**src/rtl/fp_pkg.sv**
```systemverilog
// Shared IEEE-754 definitions for the FP arithmetic unit (adder, multiplier, divider).
package fp_pkg;

  localparam int unsigned FP_EXP_W        = 8;
  localparam int unsigned FP_MAN_W        = 23;
  localparam int unsigned FP_BIAS         = (1 << (FP_EXP_W - 1)) - 1;
  localparam logic [31:0] FP_CANON_NAN_SP = 32'h7FC0_0000;

  typedef struct packed {
    logic invalid;
    logic div_by_zero;
    logic overflow;
    logic underflow;
    logic inexact;
  } fp_flags_t;

  typedef enum logic [1:0] {FP_ZERO, FP_INF, FP_NAN, FP_NORMAL} fp_class_e;

  typedef enum logic [2:0] {IDLE, PREP, DIV, ROUND, DONE} fp_div_state_e;

  // Denormals classify as zero: the unit flushes them on input.
  function automatic fp_class_e fp_classify(input logic exp_zero, input logic exp_ones,
                                            input logic frac_zero);
    fp_class_e c;
    if (exp_zero)      c = FP_ZERO;
    else if (exp_ones) c = frac_zero ? FP_INF : FP_NAN;
    else               c = FP_NORMAL;
    return c;
  endfunction

endpackage

```
**src/rtl/fp_mantissa_divider.sv**
```systemverilog
// Restoring radix-2 mantissa divider: one quotient bit per clock, MAN_W+3 bits per operation.
module fp_mantissa_divider #(
  parameter int unsigned MAN_W = 23
) (
  input  logic             clk,
  input  logic             rst,
  input  logic             start,
  input  logic [MAN_W+1:0] dividend,
  input  logic [MAN_W:0]   divisor,
  output logic             last_c,
  output logic [MAN_W+2:0] quotient,
  output logic             sticky
);

  localparam int unsigned QW = MAN_W + 3;
  localparam int unsigned RW = MAN_W + 2;
  localparam int unsigned CW = $clog2(QW + 1);

  logic [RW-1:0]  rem_q;
  logic [MAN_W:0] dsr_q;
  logic [QW-1:0]  quo_q;
  logic [CW-1:0]  cnt_q;

  logic [RW-1:0]  rem_cur;
  logic [RW-1:0]  rem_sel;
  logic [MAN_W:0] dsr_cur;
  logic [RW:0]    diff;
  logic           bit_c;
  logic           step;

  // The start cycle already produces the first quotient bit from the incoming operands.
  always_comb begin
    rem_cur = start ? dividend : rem_q;
    dsr_cur = start ? divisor : dsr_q;
    diff    = {1'b0, rem_cur} - {2'b00, dsr_cur};
    bit_c   = ~diff[RW];
    rem_sel = bit_c ? diff[RW-1:0] : rem_cur;
    step    = start | ((cnt_q != '0) & (cnt_q < CW'(QW)));
  end

  always_ff @(posedge clk or posedge rst) begin
    if (rst) begin
      rem_q <= '0;
      dsr_q <= '0;
      quo_q <= '0;
      cnt_q <= '0;
    end else if (step) begin
      rem_q <= RW'({rem_sel, 1'b0});
      quo_q <= start ? QW'(bit_c) : {quo_q[QW-2:0], bit_c};
      cnt_q <= start ? CW'(1) : cnt_q + CW'(1);
      if (start) dsr_q <= divisor;
    end
  end

  assign last_c   = (cnt_q == CW'(QW - 1));
  assign quotient = quo_q;
  assign sticky   = |rem_q;

endmodule

```
**src/rtl/floating_point_divider_sp.sv**
```systemverilog
// Iterative IEEE-754 divider (i_A / i_B): FSM, unpack, exponent path, rounding and result registers.
module floating_point_divider_sp
  import fp_pkg::*;
#(
  parameter int unsigned EXP_W = FP_EXP_W,
  parameter int unsigned MAN_W = FP_MAN_W
) (
  input  logic                   i_clk,
  input  logic                   i_RESET,
  input  logic                   i_valid,
  output logic                   o_ready,
  input  logic [EXP_W+MAN_W:0]   i_A,
  input  logic [EXP_W+MAN_W:0]   i_B,
  output logic                   o_valid,
  input  logic                   i_ready,
  output logic [EXP_W+MAN_W:0]   o_Q,
  output logic [4:0]             o_flags
);

  localparam int unsigned W    = 1 + EXP_W + MAN_W;
  localparam int unsigned EW   = EXP_W + 2;
  localparam int unsigned QW   = MAN_W + 3;
  localparam int unsigned BIAS = (1 << (EXP_W - 1)) - 1;
  localparam int unsigned EMAX = (1 << EXP_W) - 1;
  localparam logic [W-1:0] NAN_Q = {1'b0, {EXP_W{1'b1}}, 1'b1, {(MAN_W-1){1'b0}}};

  fp_div_state_e state_q, state_d;
  logic [W-1:0]  a_q, a_d, b_q, b_d;
  logic          sign_q, sign_d;
  logic [EW-1:0] exp_q, exp_d;
  logic [W-1:0]  q_d;
  fp_flags_t     flags_d;
  logic          valid_d, ready_d;

  logic              sa, sb;
  logic [EXP_W-1:0]  ea, eb;
  logic [MAN_W-1:0]  fa, fb;
  fp_class_e         cls_a, cls_b;
  logic [MAN_W:0]    ma, mb;
  logic              a_lt_b, sign_c;
  logic [MAN_W+1:0]  dividend_c;
  logic [EW-1:0]     exp_raw, exp_c;

  logic              spec_c;
  logic [W-1:0]      spec_q_c;
  fp_flags_t         spec_flags_c;

  logic              start_c, last_c, sticky_c;
  logic [QW-1:0]     quo_c;

  logic              round_up, inexact_c;
  logic [MAN_W+1:0]  mant_r;
  logic [MAN_W-1:0]  frac_r;
  logic [EW-1:0]     exp_r;
  logic [W-1:0]      rnd_q_c;
  fp_flags_t         rnd_flags_c;

  // Operand unpack, exponent difference and pre-normalisation so the quotient lands in [1,2).
  always_comb begin
    sa         = a_q[W-1];
    sb         = b_q[W-1];
    ea         = a_q[W-2:MAN_W];
    eb         = b_q[W-2:MAN_W];
    fa         = a_q[MAN_W-1:0];
    fb         = b_q[MAN_W-1:0];
    cls_a      = fp_classify(ea == '0, &ea, fa == '0);
    cls_b      = fp_classify(eb == '0, &eb, fb == '0);
    sign_c     = sa ^ sb;
    ma         = {1'b1, fa};
    mb         = {1'b1, fb};
    a_lt_b     = ma < mb;
    dividend_c = a_lt_b ? {ma, 1'b0} : {1'b0, ma};
    exp_raw    = EW'(ea) - EW'(eb) + EW'(BIAS);
    exp_c      = a_lt_b ? exp_raw - EW'(1) : exp_raw;
  end

  // Special operands, in priority order.
  always_comb begin
    spec_c       = 1'b1;
    spec_q_c     = {sign_c, {(W-1){1'b0}}};
    spec_flags_c = '0;
    if (cls_a == FP_NAN || cls_b == FP_NAN || (cls_a == FP_ZERO && cls_b == FP_ZERO) ||
        (cls_a == FP_INF && cls_b == FP_INF)) begin
      spec_q_c             = NAN_Q;
      spec_flags_c.invalid = 1'b1;
    end else if (cls_b == FP_ZERO && cls_a != FP_INF) begin
      spec_q_c                 = {sign_c, {EXP_W{1'b1}}, {MAN_W{1'b0}}};
      spec_flags_c.div_by_zero = 1'b1;
    end else if (cls_a == FP_INF) begin
      spec_q_c = {sign_c, {EXP_W{1'b1}}, {MAN_W{1'b0}}};
    end else if (cls_b == FP_INF || cls_a == FP_ZERO) begin
      spec_q_c = {sign_c, {(W-1){1'b0}}};
    end else begin
      spec_c = 1'b0;
    end
  end

  fp_mantissa_divider #(.MAN_W(MAN_W)) u_mant_div (
    .clk      (i_clk),
    .rst      (i_RESET),
    .start    (start_c),
    .dividend (dividend_c),
    .divisor  (mb),
    .last_c   (last_c),
    .quotient (quo_c),
    .sticky   (sticky_c)
  );

  // Round-to-nearest-even, renormalise on carry-out, then range check.
  always_comb begin
    inexact_c   = quo_c[1] | quo_c[0] | sticky_c;
    round_up    = quo_c[1] & (quo_c[0] | sticky_c | quo_c[2]);
    mant_r      = {1'b0, quo_c[QW-1:2]} + (MAN_W+2)'(round_up);
    frac_r      = mant_r[MAN_W+1] ? mant_r[MAN_W:1] : mant_r[MAN_W-1:0];
    exp_r       = exp_q + EW'(mant_r[MAN_W+1]);
    rnd_q_c     = {sign_q, exp_r[EXP_W-1:0], frac_r};
    rnd_flags_c = '0;
    rnd_flags_c.inexact = inexact_c;
    if (!exp_r[EW-1] && exp_r >= EW'(EMAX)) begin
      rnd_q_c              = {sign_q, {EXP_W{1'b1}}, {MAN_W{1'b0}}};
      rnd_flags_c.overflow = 1'b1;
      rnd_flags_c.inexact  = 1'b1;
    end else if (exp_r[EW-1] || exp_r == '0) begin
      rnd_q_c               = {sign_q, {(W-1){1'b0}}};
      rnd_flags_c.underflow = 1'b1;
      rnd_flags_c.inexact   = 1'b1;
    end
  end

  always_comb begin
    state_d = state_q;
    a_d     = a_q;
    b_d     = b_q;
    sign_d  = sign_q;
    exp_d   = exp_q;
    q_d     = o_Q;
    flags_d = fp_flags_t'(o_flags);
    start_c = 1'b0;
    case (state_q)
      IDLE: begin
        if (i_valid) begin
          a_d     = i_A;
          b_d     = i_B;
          state_d = PREP;
        end
      end
      PREP: begin
        sign_d = sign_c;
        exp_d  = exp_c;
        if (spec_c) begin
          q_d     = spec_q_c;
          flags_d = spec_flags_c;
          state_d = DONE;
        end else begin
          start_c = 1'b1;
          state_d = DIV;
        end
      end
      DIV:   if (last_c) state_d = ROUND;
      ROUND: begin
        q_d     = rnd_q_c;
        flags_d = rnd_flags_c;
        state_d = DONE;
      end
      DONE:    if (i_ready) state_d = IDLE;
      default: state_d = IDLE;
    endcase
    valid_d = (state_d == DONE);
    ready_d = (state_d == IDLE);
  end

  always_ff @(posedge i_clk or posedge i_RESET) begin
    if (i_RESET) begin
      state_q <= IDLE;
      a_q     <= '0;
      b_q     <= '0;
      sign_q  <= 1'b0;
      exp_q   <= '0;
      o_Q     <= '0;
      o_flags <= '0;
      o_valid <= 1'b0;
      o_ready <= 1'b1;
    end else begin
      state_q <= state_d;
      a_q     <= a_d;
      b_q     <= b_d;
      sign_q  <= sign_d;
      exp_q   <= exp_d;
      o_Q     <= q_d;
      o_flags <= flags_d;
      o_valid <= valid_d;
      o_ready <= ready_d;
    end
  end

endmodule

```
**config.mk**
```make
export PLATFORM = sky130hd
export DESIGN_NAME = floating_point_divider_sp
export DESIGN_NICKNAME = d
export VERILOG_FILES = /design/src/rtl/fp_pkg.sv /design/src/rtl/fp_mantissa_divider.sv /design/src/rtl/floating_point_divider_sp.sv
export SDC_FILE = /design/constraint.sdc
export NUM_CORES = 1
export LEC_CHECK = 0
export ABC_AREA = 0
export CAP_MARGIN = 20
export CORE_ASPECT_RATIO = 0.6
export CORE_UTILIZATION = 55
export DETAILED_ROUTE_END_ITERATION = 8
export PLACE_DENSITY = 0.76
export SLEW_MARGIN = 0
export SYNTH_ARGS = -nofsm -noshare
export SYNTH_HDL_FRONTEND = slang
export SYNTH_SLANG_ARGS = --single-unit
```
**constraint.sdc**
```tcl
create_clock -name i_clk -period 10.69 [get_ports i_clk]
set_clock_uncertainty 0.05 [all_clocks]
set_input_delay 2.138 -clock i_clk [delete_from_list [all_inputs] [get_ports i_clk]]
set_output_delay 2.138 -clock i_clk [all_outputs]
set_load 0.02 [all_outputs]
```
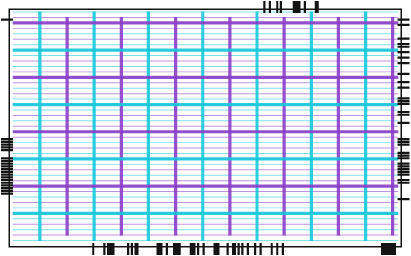
Fig. 1. Supply network.
Drawn at 2 px/um. Pins as bars on the die edge.
- VDD: purple
- VSS: cyan
- met1 rails: 43
- met5 straps: 8
- met4 straps: 14
- rows: 42
- signal pins: 107

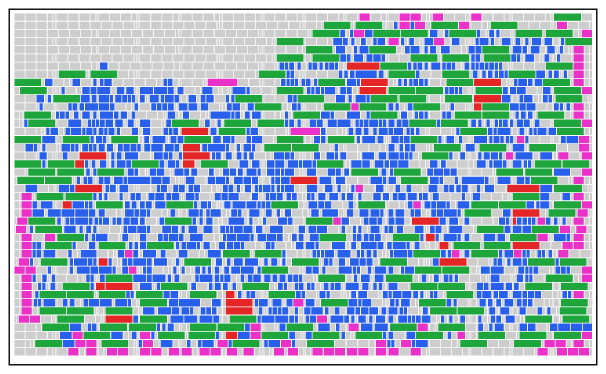
Fig. 2. Cells coloured by class.
Drawn at 3 px/um. Fill, decap, tap and diode cells in grey.
- remaining buffers and delay cells: magenta (cells 120)
- combinational and other logic: blue (cells 1159)
- clock drivers and dummy loads: red (cells 31)
- sequential cells: green (cells 196)
final core utilization: 64.34%
Core Box Area: 22020 um2
sequential portion of the cell area: 34.63%

==> results.yml <==
# implementation run metrics
grt:
  vias_in_the_first_global_route: 10230
  overflow: 0
  largest_net_degree_at_the_start_of_global_routing: 136
  gr-usage-all-layers_pct: 30.23
hold_path:
  worstHoldPathType: "flop to flop"
  holdCritStartpoint: "u_mant_div.dsr_q[1]"
  timing.hold.worst_path_depth: 1
  worstHoldEndpoint: "u_mant_div.dsr_q[1]"
timing:
  timing.final.setup_violations: 0
  number_of_pins_with_negative_max_slew_slack_in_the_final_report: 0
  postLayoutSetupSlackWorst_ps: 4531
  rsz_0062_raised_after_global_routing: "no"
  finalHoldViolCount: 0
  period_used_pct: 57.62
  fin_setup_tns_ps: 0
  finalCriticalPeriod_ps: 6159
  pin_slew_with_the_least_headroom_to_its_limit_ps: 959.5
  timing.max_slew.rel_slack_pct: 36.03
synth:
  syn-num-nets: 1547
  synth_async_sr_flop_share_pct: 100.0
  synth-main-ff-cell: "dfrtp_1"
  ys_ff: 196
  synthDistinctLibCells: 90
  flip_flops_with_a_built_in_enable: 0
  yosys_warnings: 0
  syn-mean-instance-area_um2: 8.630
  yosysCellCount: 1429
clocking:
  clock_tree.root_cell: "clkbuf_16"
  cts.repair.resized: 0
  tritoncts: "done"
  cts_hold_buf: 0
die:
  die.size.y_um: 118.0
  std_cell_rows: 42
  boundaryPins: 107
  chip_area_um2: 23040
  floorplan.initialDensity_pct: 56.01
placed_design:
  place_ws_ps: 4481
  place.detailed.instances: 1759
  hpwlAfterDp_um: 24330
  postPlaceCellArea_um2: 13520
worst_setup_path:
  critPathArrivalTime_ps: 6450
  critical_path.reg2reg.startpoint: "b_q[19]"
  regToRegEndpoint: "u_mant_div.rem_q[11]"
  cp.depth: 22
  cp_slowest_stage_delay_ps: 680
  worstPathCellList: "inv_1 > ha_1 > nand2_1 > nor4_2 > and2_1 > and2_1 > nor2_1 > buf_4 > nand2_1 > a31oi_1 > ha_1 > a21o_1 > a21o_1 > a21o_1 > a31o_2 > a21o_1 > nor3b_1 > nand3_2 > a21boi_4 > buf_16 > nor3_1 > a221o_1"
  worstSetupPathType: "flop to flop"
  critical_path_required_ps: 10980
  cpMaxStageDelayCell: "and2_1"
  timing.reg2reg.setup_slack_ps: 4530
  worstSetupStartpointType: "flop"
  crit_path_end: "u_mant_div.rem_q[11]"
final_layout:
  fin_area_um2: 14170
  drive_gt1_share_pct: 7.835
  layout.cells.non_filler: 1792
  largestRegisters: "a_q: 32 flops, b_q: 32 flops, o_Q: 32 flops"
  area_delta_synth_final_pct: 14.88
routing:
  detail_route.wl_per_cell_um: 18.73
  initialDrtViolationCount: 1216
  drtPass1Iterations: 6
job:
  drv.max_cap_violation_count: 0
  stage_log_warnings: 31
status:
  outcome: "completed"
==> cells by family (layout without fill, tap and decap cells) <==
kind of cell / Yosys count / after routing / share of synthesized area [%]
and+or+nand+nor: 553 / 553 / 20.72
AOI/OAI and AO/OA: 352 / 352 / 18.79
xor gates and xnor gates: 83 / 83 / 5.895
DFF: 196 / 196 / 39.78
muxes: 44 / 44 / 3.886
buffers and inverters: 142 / 219 / 4.972
adders and majority gates: 59 / 59 / 5.956
==> layout make-up <==
cell class,count,area (um2)
inverter,68,262.8
tap,286,357.8
sequential,196,4906
clock buffer,18,429.2
fill,1871,7851
clock inverter,13,167.7
multi-input combinational,1091,6838
timing repair buffer,120,1206
==> per-layer routing <==
metal,up-vias,track usage (%),share of wire [%]
li1,5170,-,-
met1,5290,46.23,48
met2,477,43.15,42
met3,30,6.619,9.1
met4,0,7.136,0.96
met5,-,0,0
==> cell usage after synthesis, types with 12 or more instances <==
master and n:
a21o_1 25, a21oi_1 81, a31oi_1 31, and3_1 13
buf_2 12, clkbuf_1 44, dfrtp_1 195, ha_1 48
inv_1 68, mux2_2 31, mux2i_1 13, nand2_1 242
nand2b_1 16, nand3_1 49, nand4_1 20, nor2_1 102
nor3_1 23, nor4_1 21, o211ai_1 20, o21ai_0 91
o21ai_1 14, or3_1 14, xnor2_1 44, xor2_1 39
==> layout by cell type (no fill, tap or decap), types with 14 or more instances in the layout <==
master,n
a21o_1,25
a21oi_1,81
a31oi_1,31
clkbuf_16,17
clkdlybuf4s50_1,106
dfrtp_1,195
ha_1,48
inv_1,67
mux2_2,31
nand2_1,241
nand2b_1,16
nand3_1,49
nand4_1,20
nor2_1,102
nor3_1,23
nor4_1,21
o211ai_1,20
o21ai_0,91
or3_1,14
xnor2_1,44
xor2_1,39
